### Clock wires, drivers and flops, run 1

Scale bar: 20 um.
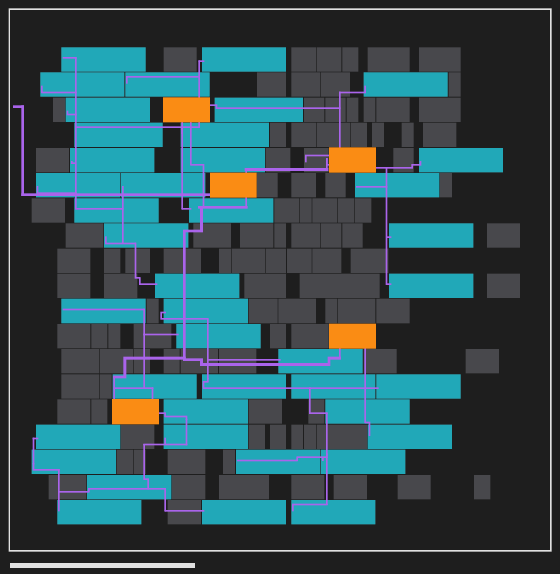
### Clock nets, run 1

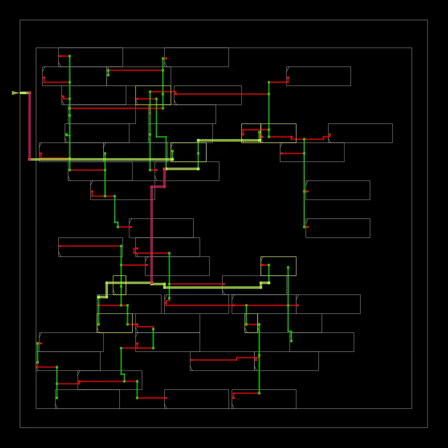
### Cell sizes after repair, run 1

Scale bar: 20 um.
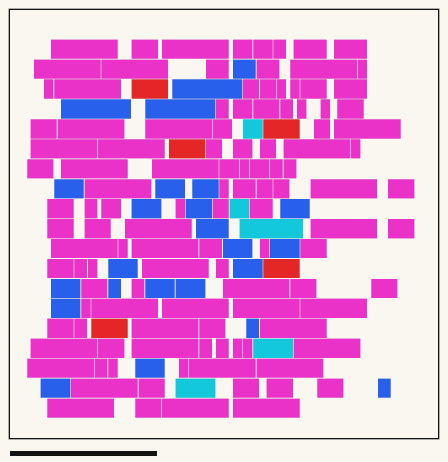
### Signal wires on met4, run 1

Supply wires on this layer in grey.
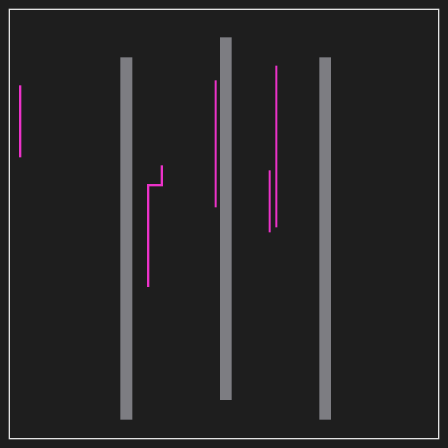
## config.mk

```make
export PLATFORM = sky130hd
export DESIGN_NAME = spi_slave_digit
export DESIGN_NICKNAME = d
export VERILOG_FILES = /design/src/rtl/spi_pkg.sv /design/src/rtl/sync_edge.sv /design/src/rtl/spi_slave_digit.sv
export SDC_FILE = /design/constraint.sdc
export NUM_CORES = 1
export LEC_CHECK = 0
export ABC_AREA = 0
export CAP_MARGIN = 20
export CORE_MARGIN = 2
export CORE_UTILIZATION = 58
export CTS_BUF_LIST = sky130_fd_sc_hd__clkbuf_8 sky130_fd_sc_hd__clkbuf_16
export DETAILED_ROUTE_END_ITERATION = 8
export HOLD_SLACK_MARGIN = 0.06
export PLACE_DENSITY = 0.92
export SYNTH_ARGS = -nofsm -noshare
export SYNTH_HDL_FRONTEND = slang
export SYNTH_SLANG_ARGS = --single-unit
```

## constraint.sdc

```tcl
create_clock -name clk -period 2.5 [get_ports clk]
set_input_delay 0.5 -clock clk [delete_from_list [all_inputs] [get_ports clk]]
set_output_delay 0.5 -clock clk [all_outputs]
set_load 0.03 [all_outputs]
```

## src/rtl/spi_pkg.sv

```systemverilog
// Shared definitions for the SPI digit receiver: default frame geometry and FSM encoding.
package spi_pkg;

  localparam int SPI_WIDTH       = 8;
  localparam int SPI_SYNC_STAGES = 2;

  typedef enum logic {
    IDLE  = 1'b0,
    SHIFT = 1'b1
  } spi_state_t;

endpackage

```

## src/rtl/sync_edge.sv

```systemverilog
// Multi-stage synchronizer for one asynchronous input, with registered-history edge detect.
module sync_edge #(
  parameter int   STAGES  = 2,
  parameter logic RST_VAL = 1'b0
) (
  input  logic clk,
  input  logic reset,
  input  logic din,
  output logic level,
  output logic rise,
  output logic fall
);

  logic [STAGES-1:0] sync;
  logic              prev;
  logic [STAGES:0]   fill;

  always_ff @(posedge clk or negedge reset) begin
    if (!reset) begin
      sync <= {STAGES{RST_VAL}};
      prev <= RST_VAL;
      fill <= '0;
    end else begin
      sync <= {sync[STAGES-2:0], din};
      prev <= sync[STAGES-1];
      fill <= {fill[STAGES-1:0], 1'b1};
    end
  end

  // Edges are suppressed until the chain holds only real samples, so the reset
  // value never masquerades as a transition (e.g. cs_n held low through reset).
  assign level = sync[STAGES-1];
  assign rise  = fill[STAGES] &  level & ~prev;
  assign fall  = fill[STAGES] & ~level &  prev;

endmodule

```

## src/rtl/spi_slave_digit.sv

```systemverilog
// SPI mode-0 slave: receives bytes for the seven-segment digit and echoes the previous byte on miso.
module spi_slave_digit
  import spi_pkg::*;
#(
  parameter int WIDTH       = SPI_WIDTH,
  parameter int SYNC_STAGES = SPI_SYNC_STAGES
) (
  input  logic             clk,
  input  logic             reset,
  input  logic             sclk,
  input  logic             cs_n,
  input  logic             mosi,
  output logic             miso,
  output logic [WIDTH-1:0] rx_data,
  output logic             rx_valid,
  output logic             frame_err,
  output logic             state_dbg
);

  localparam int              CNT_W    = (WIDTH > 1) ? $clog2(WIDTH) : 1;
  localparam logic [CNT_W-1:0] LAST_BIT = CNT_W'(WIDTH - 1);

  // rx_valid is a bare one-cycle strobe with no ready: the display controller
  // must take rx_data in the cycle rx_valid is high; rx_data then holds until the next strobe.

  logic sclk_rise, sclk_fall, cs_rise, cs_fall, mosi_s;
  logic unused_sclk_level, unused_cs_level, unused_mosi_rise, unused_mosi_fall;

  sync_edge #(.STAGES(SYNC_STAGES), .RST_VAL(1'b0)) u_sclk_sync (
    .clk(clk), .reset(reset), .din(sclk),
    .level(unused_sclk_level), .rise(sclk_rise), .fall(sclk_fall)
  );

  sync_edge #(.STAGES(SYNC_STAGES), .RST_VAL(1'b1)) u_cs_sync (
    .clk(clk), .reset(reset), .din(cs_n),
    .level(unused_cs_level), .rise(cs_rise), .fall(cs_fall)
  );

  sync_edge #(.STAGES(SYNC_STAGES), .RST_VAL(1'b0)) u_mosi_sync (
    .clk(clk), .reset(reset), .din(mosi),
    .level(mosi_s), .rise(unused_mosi_rise), .fall(unused_mosi_fall)
  );

  spi_state_t       state, state_nxt;
  logic [CNT_W-1:0] bit_cnt, cnt_nxt;
  logic [WIDTH-1:0] rx_shift, rx_shift_nxt;
  logic [WIDTH-1:0] tx_shift, tx_nxt;
  logic [WIDTH-1:0] rx_data_nxt;
  logic [WIDTH-1:0] rx_byte;
  logic             valid_nxt, err_nxt, miso_nxt;

  assign rx_byte = {rx_shift[WIDTH-2:0], mosi_s};

  always_comb begin
    state_nxt    = state;
    cnt_nxt      = bit_cnt;
    rx_shift_nxt = rx_shift;
    tx_nxt       = tx_shift;
    rx_data_nxt  = rx_data;
    valid_nxt    = 1'b0;
    err_nxt      = 1'b0;
    case (state)
      IDLE: begin
        if (cs_fall) begin
          state_nxt = SHIFT;
          cnt_nxt   = '0;
          tx_nxt    = rx_data;
        end
      end
      SHIFT: begin
        if (cs_rise) begin
          // Deselect beats a coincident sclk rise; any partial byte is dropped.
          state_nxt = IDLE;
          err_nxt   = (bit_cnt != '0);
          cnt_nxt   = '0;
        end else if (sclk_rise) begin
          rx_shift_nxt = rx_byte;
          if (bit_cnt == LAST_BIT) begin
            rx_data_nxt = rx_byte;
            valid_nxt   = 1'b1;
            cnt_nxt     = '0;
            tx_nxt      = rx_byte;
          end else begin
            cnt_nxt = bit_cnt + 1'b1;
          end
        end else if (sclk_fall && (bit_cnt != '0)) begin
          // The fall after a byte's last rise keeps the freshly reloaded MSB on miso.
          tx_nxt = {tx_shift[WIDTH-2:0], 1'b0};
        end
      end
      default: state_nxt = IDLE;
    endcase
    miso_nxt = (state_nxt == SHIFT) & tx_nxt[WIDTH-1];
  end

  always_ff @(posedge clk or negedge reset) begin
    if (!reset) begin
      state     <= IDLE;
      bit_cnt   <= '0;
      rx_shift  <= '0;
      tx_shift  <= '0;
      rx_data   <= '0;
      rx_valid  <= 1'b0;
      frame_err <= 1'b0;
      miso      <= 1'b0;
    end else begin
      state     <= state_nxt;
      bit_cnt   <= cnt_nxt;
      rx_shift  <= rx_shift_nxt;
      tx_shift  <= tx_nxt;
      rx_data   <= rx_data_nxt;
      rx_valid  <= valid_nxt;
      frame_err <= err_nxt;
      miso      <= miso_nxt;
    end
  end

  assign state_dbg = state;

endmodule

```

==> out/metrics.cfg, run 1 <==
[critical_path]
crit_slowest_cell=sky130_fd_sc_hd__clkdlybuf4s50_1
crit_path_max_fanout=12
timing.critical_path.cells=clkdlybuf4s50_1
timing.critical_path.from=state_dbg
criticalPathCategory=flip-flop to output port
slowest_delay_ns=0.75
crit_path_start_kind=flip-flop
end_kind=output port
rr_startpoint=bit_cnt[0]
largest_delay_share_family_worst_path=buffers and inverters
required_ns=2.00
arrival_ns=1.57
cp.buffers_inverters=1

[yosys]
ys.flop_type=sky130_fd_sc_hd__dfrtp_1
synth_flop_count=41
post_synth_inst_count=129
yosys_warnings=0
syn_area_per_cell_um2=13.3
async_s_r_ff_share_synth=1.00
edf_count=0
yosys-stat-cells=129
ys_seq_share=0.600
syn_area_um2=1720
netlist-cell-type-count=35
syn_nets=137
synth.yosys.chip_area_um2=1720

[floorplanning]
io-pin-count=17
initCoreUtil=0.617
placement_rows=19
core_area_um2=2780
chipHeight_um=58.4
die_w_um=58.4
die_area_um2=3410

[final_timing]
period_minus_slack_ns=2.07
maxSlewHeadroom=0.416
timing_hold_violations_final=0
setup_viol_count_final=0
finalMaxSlewViolations=0
fmaxAchievable_ghz=0.483
totalNegativeSetupSlack_ns=0
rsz0062_at_grt=no
whs_ns=0.322
timing_worst_slew_pin_value_ns=0.875
post-route-period-util=0.828

[global_route]
globalRouteMet1Util=0.269
grt_antenna_before_repair=0
globalRouteTotalUtil=0.211
grt_util_met2=0.332
grt_max_degree=42
via_count_of_the_first_global_routing_pass=1174
grt_most_used_layer=met2
grt_remaining_overflow=0
groute.layer.met3.usage=0.0484
grt_first_pass_wirelength_um=5310

[clocking]
cts.clk_slew.worst_paths_ns=0.08
clock_tree.buffer_depth=2
post-cts-setup-buffer-count=0
cts_tree=yes
cts_root_buf=sky130_fd_sc_hd__clkbuf_8
cts_max_level=2
ctsResizeCount=0
cts_inserted_buffers=5
holdBufCountCts=0

[min_path]
worstHoldPathType=input port to async pin

[drt]
drcViolationCount=0
antenna_violating_nets_post_route=0
routed_wire_length_per_instance_um=17.3
vias_per_cell=6.31
drt_pass_1_iters=5
drtIter0Drc=60
detailroute.via_count=1149
route.final.wire_length_um=3160

[power_and_ir_drop]
p_per_area_nw_per_um2=776
peakVddDrop_mv=0.699
cellLeakagePower_nw=0.853
post-layout-total-power_mw=1.54

[final_layout]
layout.cells.non_filler=182
design.final.nets=158
post_route_cells_drive_above_1_share=0.225
layout.cells.most_common_list=38 x sky130_fd_sc_hd__dfrtp_1, 15 x sky130_fd_sc_hd__clkdlybuf4s50_1, 14 x sky130_fd_sc_hd__mux2_2
multiInputGateArea_um2=626
layout_top_cell=sky130_fd_sc_hd__dfrtp_1
seq_area_um2=1030
area.growth.synth_to_final_pct=15.7
antennaDiodeCount=0
final.fill_count=179

[place]
dp_hpwl_um=2120
port_buffers=16
finalWeightedCongestion=0.912
placed_cell_count=174

[run]
stage_log_warnings=27
max_cap_viol_count=0

[run_status]
run_status=finished, final reports clean

Back to the opening pictures, 'Clock wires, drivers and flops':
purple -> clock wires  # length 428 um
cyan -> flip-flops  # count 41
orange -> cells driving clock nets  # count 5
routed clock nets = 6
later-pin clock latency in the skew report: 0.29 ns
final clock skew: 0.00392 ns
clock network fraction of design power: 0.271
power attributed to the clock group: 417 uW

Back to the opening pictures, 'Clock nets':
Num Clock Sinks: 41
Clock buffer cells: 5
sequential cell count: 41

Back to the opening pictures, 'Cell sizes after repair':
blue -> drive 2  # cells 24, share 16%
magenta -> drive 1 or less  # cells 117, share 77%
red -> drive 6 and up  # cells 5, share 3.3%
cyan -> drive 3 to 4  # cells 5, share 3.3%

Back to the opening pictures, 'Signal wires on met4':
nets with wire on the layer = 5
wire length on this layer = 74.6 um
longest straight run = 21.8 um

run 1: final cells by class:
cell class / count / share of cell area
multi-input combinational: 74 / 0.315
inverter: 11 / 0.0208
tap: 31 / 0.0195
clock buffer: 5 / 0.0347
timing repair buffer: 17 / 0.0820
clock inverter: 3 / 0.00883
sequential: 41 / 0.519
run 1: sequential cells by signal, indices dropped and copies added, names as in the netlist, 2 cells and up:
signal	cells
u_mosi_sync.sync	2
tx_shift	8
rx_shift	7
u_sclk_sync.fill	2
u_sclk_sync.sync	2
u_cs_sync.sync	2
bit_cnt	3
rx_data	8
run 1: per-stage QoR:
step,setup slack (ns),utilization,cell area [um2]
after detailed placement,0.664,0.682,1900
after floorplan,0.750,-,1720
after CTS,0.434,0.713,1980
final,0.429,0.713,1980
after global routing,0.396,0.713,1980
after global placement,0.718,0.682,1900
run 1: where the power goes:
| group | total, mW | internal, mW | leakage (nW) | switching [mW] |
|---|---|---|---|---|
| Combinational | 0.288 | 0.130 | 0.283 | 0.159 |
| Clock | 0.417 | 0.192 | 0.0439 | 0.224 |
| Sequential | 0.834 | 0.751 | 0.526 | 0.0832 |
run 1: layer usage:
metal	share of wire	vias to the layer above
met2	0.51	45
met5	0	-
met1	0.41	590
met3	0.050	11
met4	0.023	0
li1	-	503
run 1: final timing paths:
check	cells after the start	end	slack [ns]
min	1	rx_valid	0.32
min in group clk	0	u_sclk_sync.fill[1]	0.35
max	1	state_dbg	0.43
max in group asynchronous	1	u_sclk_sync.prev	1.64
max reg2reg	6	tx_shift[6]	0.59
min reg2reg	0	u_sclk_sync.fill[1]	0.35
run 1: kinds of logic (layout without fill, tap and decap cells):
logic type	count (synthesis)	count (layout)	synth area share
other	1	1	0.00219
adders and majority gates	3	3	0.0219
DFF	41	41	0.600
buffers and inverters	14	36	0.0350
AOI/OAI and AO/OA	26	26	0.110
muxes	19	19	0.127
and+or+nand+nor	25	25	0.104
run 1: synth_stat cells (2+ instances only):
master	instances	area, um2
sky130_fd_sc_hd__nor2_1	2	7.51
sky130_fd_sc_hd__a21oi_1	2	10.0
sky130_fd_sc_hd__nand2b_1	5	31.3
sky130_fd_sc_hd__mux2i_1	3	30.0
sky130_fd_sc_hd__inv_1	11	41.3
sky130_fd_sc_hd__nor3_1	2	10.0
sky130_fd_sc_hd__nand2_1	4	15.0
sky130_fd_sc_hd__a21boi_0	2	15.0
sky130_fd_sc_hd__o21ai_0	9	45.0
sky130_fd_sc_hd__nor3b_1	2	15.0
sky130_fd_sc_hd__dfstp_2	3	78.8
sky130_fd_sc_hd__mux2_4	2	30.0
sky130_fd_sc_hd__ha_1	3	37.5
sky130_fd_sc_hd__clkbuf_1	2	7.51
sky130_fd_sc_hd__a222oi_1	6	60.1
sky130_fd_sc_hd__nor4_1	2	12.5
sky130_fd_sc_hd__dfrtp_1	38	951
sky130_fd_sc_hd__mux2_2	14	158
### Sequential cells coloured by netlist name, run 1

Other sequential cells in the stronger grey, the rest of the logic in the fainter grey.
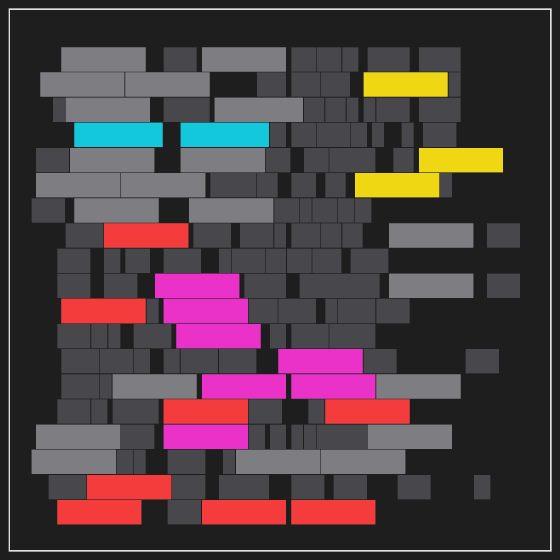

## Run 2: what changed since run 1
CORE_UTILIZATION = 50   (was 58)
PLACE_DENSITY = 0.85   (was 0.92)
clock period = 1.9 ns   (was 2.5 ns; I/O delays follow)
### Sequential cells coloured by netlist name, run 2

Other sequential cells in the stronger grey, the rest of the logic in the fainter grey.
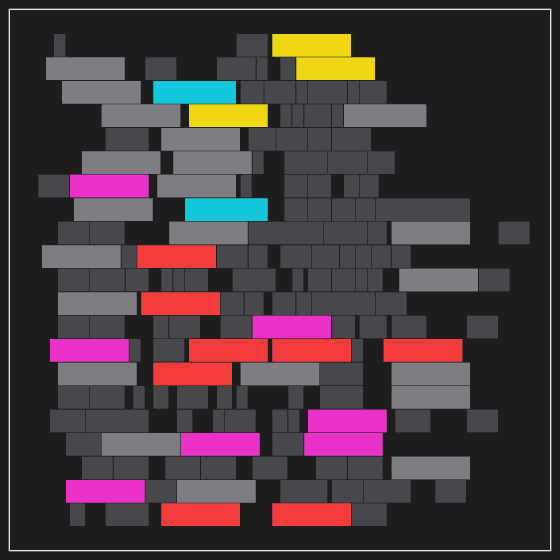
red -> tx_shift  # placed flops 8
magenta -> rx_shift  # placed flops 7
cyan -> u_cs_sync.sync  # placed flops 2
yellow -> bit_cnt  # placed flops 3
register fraction of the total cell area: 0.484
register area: 1030 um2
seq pwr: 1.09 mW
final core area utilization: 0.643

==> out/metrics.cfg, run 2 <==
[run_status]
run_status=finished, final reports clean

[clocking]
cts_tree=yes
post-cts-setup-buffer-count=0
cts.clk_slew.worst_paths_ns=0.07
cts_root_buf=sky130_fd_sc_hd__clkbuf_8
cts_max_level=2
clock_tree.buffer_depth=2
cts_inserted_buffers=5
num_clock_sinks=41
clk-insertion-delay-late_ns=0.29

[final_timing]
timing_worst_slew_pin_value_ns=0.500
maxSlewHeadroom=0.666
totalNegativeSetupSlack_ns=0
final_clock_skew_ns=0.00380
period_minus_slack_ns=1.76
rsz0062_at_grt=no
timing_hold_violations_final=0
fmaxAchievable_ghz=0.569
least_setup_slack_across_all_paths_after_layout_ns=0.142
finalMaxSlewViolations=0
post-route-period-util=0.925
setup_viol_count_final=0

[drt]
route.final.wire_length_um=3180
detailroute.via_count=1132
antenna_violating_nets_post_route=0
drcViolationCount=0
drt_pass_1_iters=4
routed_wire_length_per_instance_um=15.5
drtIter0Drc=57
vias_per_cell=5.52

[floorplanning]
die_area_um2=3920
io-pin-count=17
placement_rows=21
die_w_um=62.6
core_area_um2=3310
chipHeight_um=62.6
initCoreUtil=0.518

[power_and_ir_drop]
p_per_area_nw_per_um2=1050
power.combinational.fraction=0.197
cellLeakagePower_nw=0.923
register_share_of_total_power=0.487
power_report.internal_total_mw=1.62
peakVddDrop_mv=0.722
pwr-share-clk=0.316
net-switching-power_uw=608
power_switching_share=0.273

[yosys]
synth.yosys.chip_area_um2=1720
yosys-top-cells-count=38 x sky130_fd_sc_hd__dfrtp_1, 14 x sky130_fd_sc_hd__mux2_2, 11 x sky130_fd_sc_hd__inv_1
yosys-stat-cells=129
ys_seq_share=0.600
synth_flop_count=41
post_synth_inst_count=129
edf_count=0
ys_top_cells_by_area=sky130_fd_sc_hd__dfrtp_1 55%, sky130_fd_sc_hd__mux2_2 9.2%, sky130_fd_sc_hd__dfstp_2 4.6%, sky130_fd_sc_hd__a222oi_1 3.5%, sky130_fd_sc_hd__o21ai_0 2.6%
netlist-cell-type-count=35
syn_area_per_cell_um2=13.3
yosys.area.top_type_share=0.554
async_s_r_ff_share_synth=1.00
ys.flop_type=sky130_fd_sc_hd__dfrtp_1
syn_area_um2=1720
leading_area_contributor_after_synthesis=sky130_fd_sc_hd__dfrtp_1
synthMostInstantiatedCell=sky130_fd_sc_hd__dfrtp_1
syn_nets=137
yosys_warnings=0

[critical_path]
crit_slowest_cell=sky130_fd_sc_hd__clkdlybuf4s50_1
criticalPathCategory=flip-flop to output port
arrival_ns=1.38
timing.critical_path.cells=clkdlybuf4s50_1
crit_path_start_kind=flip-flop
required_ns=1.52
slowest_delay_ns=0.70
end_kind=output port
largest_delay_share_family_worst_path=buffers and inverters
crit_path_max_fanout=3
cp.buffers_inverters=1

[final_layout]
layout.cells.most_common_list=38 x sky130_fd_sc_hd__dfrtp_1, 15 x sky130_fd_sc_hd__clkdlybuf4s50_1, 14 x sky130_fd_sc_hd__mux2_2
multiInputGateArea_um2=633
final.fill_count=259
post_route_cells_drive_above_1_share=0.258
area.growth.synth_to_final_pct=24.1
reg.largest.list=rx_data (8), tx_shift (8), rx_shift (7)
finished_layout_cell_area_um2=2130
antennaDiodeCount=0
design.final.nets=166

[place]
finalWeightedCongestion=0.832
port_buffers=16
pre_cts_ws_ns=0.180
placed_cell_count=196
place_area_um2=1990
dp_hpwl_um=2210

[min_path]
worstHoldPathType=flip-flop to flip-flop

[global_route]
globalRouteTotalUtil=0.187
grt_max_degree=22
via_count_of_the_first_global_routing_pass=1196
grt_antenna_before_repair=0
grt_first_pass_wirelength_um=5610
grt_remaining_overflow=0

[run]
stage_log_warnings=27
max_cap_viol_count=0

### Logic cells by family, run 2

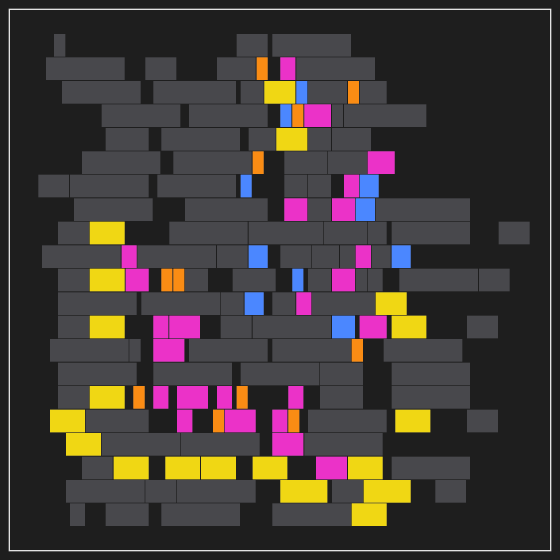
orange -> inverters  # cells 11
blue -> NAND gates  # cells 10
magenta -> inverting AOI/OAI gates  # cells 24
yellow -> multiplexers  # cells 19
Comb area share: 0.297
most common cell after layout, fill and taps aside: sky130_fd_sc_hd__dfrtp_1
Post-Layout Cell Count: 205

run 2: netlist changes by cell type in the layout (fill, tap and decap cells not counted):
cell,before,now
sky130_fd_sc_hd__bufinv_16,0,1
sky130_fd_sc_hd__clkbuf_8,5,6
sky130_fd_sc_hd__clkinv_2,2,0
sky130_fd_sc_hd__buf_4,1,6
sky130_fd_sc_hd__clkinvlp_4,1,0
sky130_fd_sc_hd__inv_1,11,12
sky130_fd_sc_hd__dlygate4sd3_1,0,1
sky130_fd_sc_hd__nor2b_4,0,1
sky130_fd_sc_hd__nor2b_1,1,0
sky130_fd_sc_hd__buf_12,0,2
run 2: worst register-to-register path, stage by stage (launching register included):
cell and delay [ns]:
sky130_fd_sc_hd__dfrtp_1 0.38, sky130_fd_sc_hd__ha_1 0.17, sky130_fd_sc_hd__ha_1 0.25, sky130_fd_sc_hd__nor4b_4 0.30, sky130_fd_sc_hd__buf_12 0.19, sky130_fd_sc_hd__mux2_2 0.34
run 2: kinds of logic (layout without fill, tap and decap cells):
group / Yosys count / after routing / share of synthesized area
buffers and inverters: 14 / 44 / 0.0350
multiplexers: 19 / 19 / 0.127
adder cells (fa/ha/maj): 3 / 3 / 0.0219
AND/OR/NAND/NOR: 25 / 25 / 0.104
AND-OR/OR-AND: 26 / 26 / 0.110
flip-flops: 41 / 41 / 0.600
other: 1 / 1 / 0.00219
run 2: area by class of cell:
type | instances | share of cell area
inverters | 11 | 0.0194
clock inverters | 2 | 0.0159
repair buffers | 25 | 0.118
clock buffers | 6 | 0.0388
well taps | 46 | 0.0270
flip-flops and latches | 41 | 0.484
multi-input cells | 74 | 0.297
run 2: power groups by stage:
stage                     Combinational, mW  Sequential (mW)  Clock (mW)
final                                 0.439             1.09       0.705
after global routing                  0.486             1.10       0.761
after CTS                             0.434             1.08       0.720
after detailed placement              0.424             1.10           0
after global placement                0.400             1.09           0
after floorplan                       0.238             1.10           0
run 2: worst paths after layout:
| check | start | endpoint | slack [ns] | cells past startpoint |
|---|---|---|---|---|
| setup reg to reg | bit_cnt[0] | rx_data[0] | 0.16 | 5 |
| hold / removal | u_sclk_sync.fill[1] | u_cs_sync.fill[2] | 0.35 | 0 |
| min in group asynchronous | reset | rx_shift[1] | 0.58 | 2 |
| max in group asynchronous | reset | rx_valid | 0.86 | 3 |
| hold reg to reg | u_sclk_sync.fill[1] | u_cs_sync.fill[2] | 0.35 | 0 |
| setup / recovery | rx_data[4] | rx_data[4] | 0.14 | 1 |
run 2: routing by layer:
metal  track usage  part of all wire
met5             0                 0
met4        0.0833             0.023
met3        0.0559             0.047
met2         0.306              0.50
met1         0.230              0.43
run 2: per-stage QoR:
stage,power (mW),hold slack [ns],utilization
2_1_floorplan,1.34,0.0844,-
3_3_place_gp,1.49,0.333,0.602
3_5_place_dp,1.52,0.336,0.602
4_1_cts,2.24,0.353,0.641
5_1_grt,2.35,0.367,0.643
6_report,2.23,0.351,0.643
run 2: repair_timing:
item	CTS	global route
endpoints found under the hold margin	17	0
endpoints found under the setup margin	0	3
hold buffers	1	0
resized	0	2
No activity file was given, so power comes from the tool's default toggle rates.
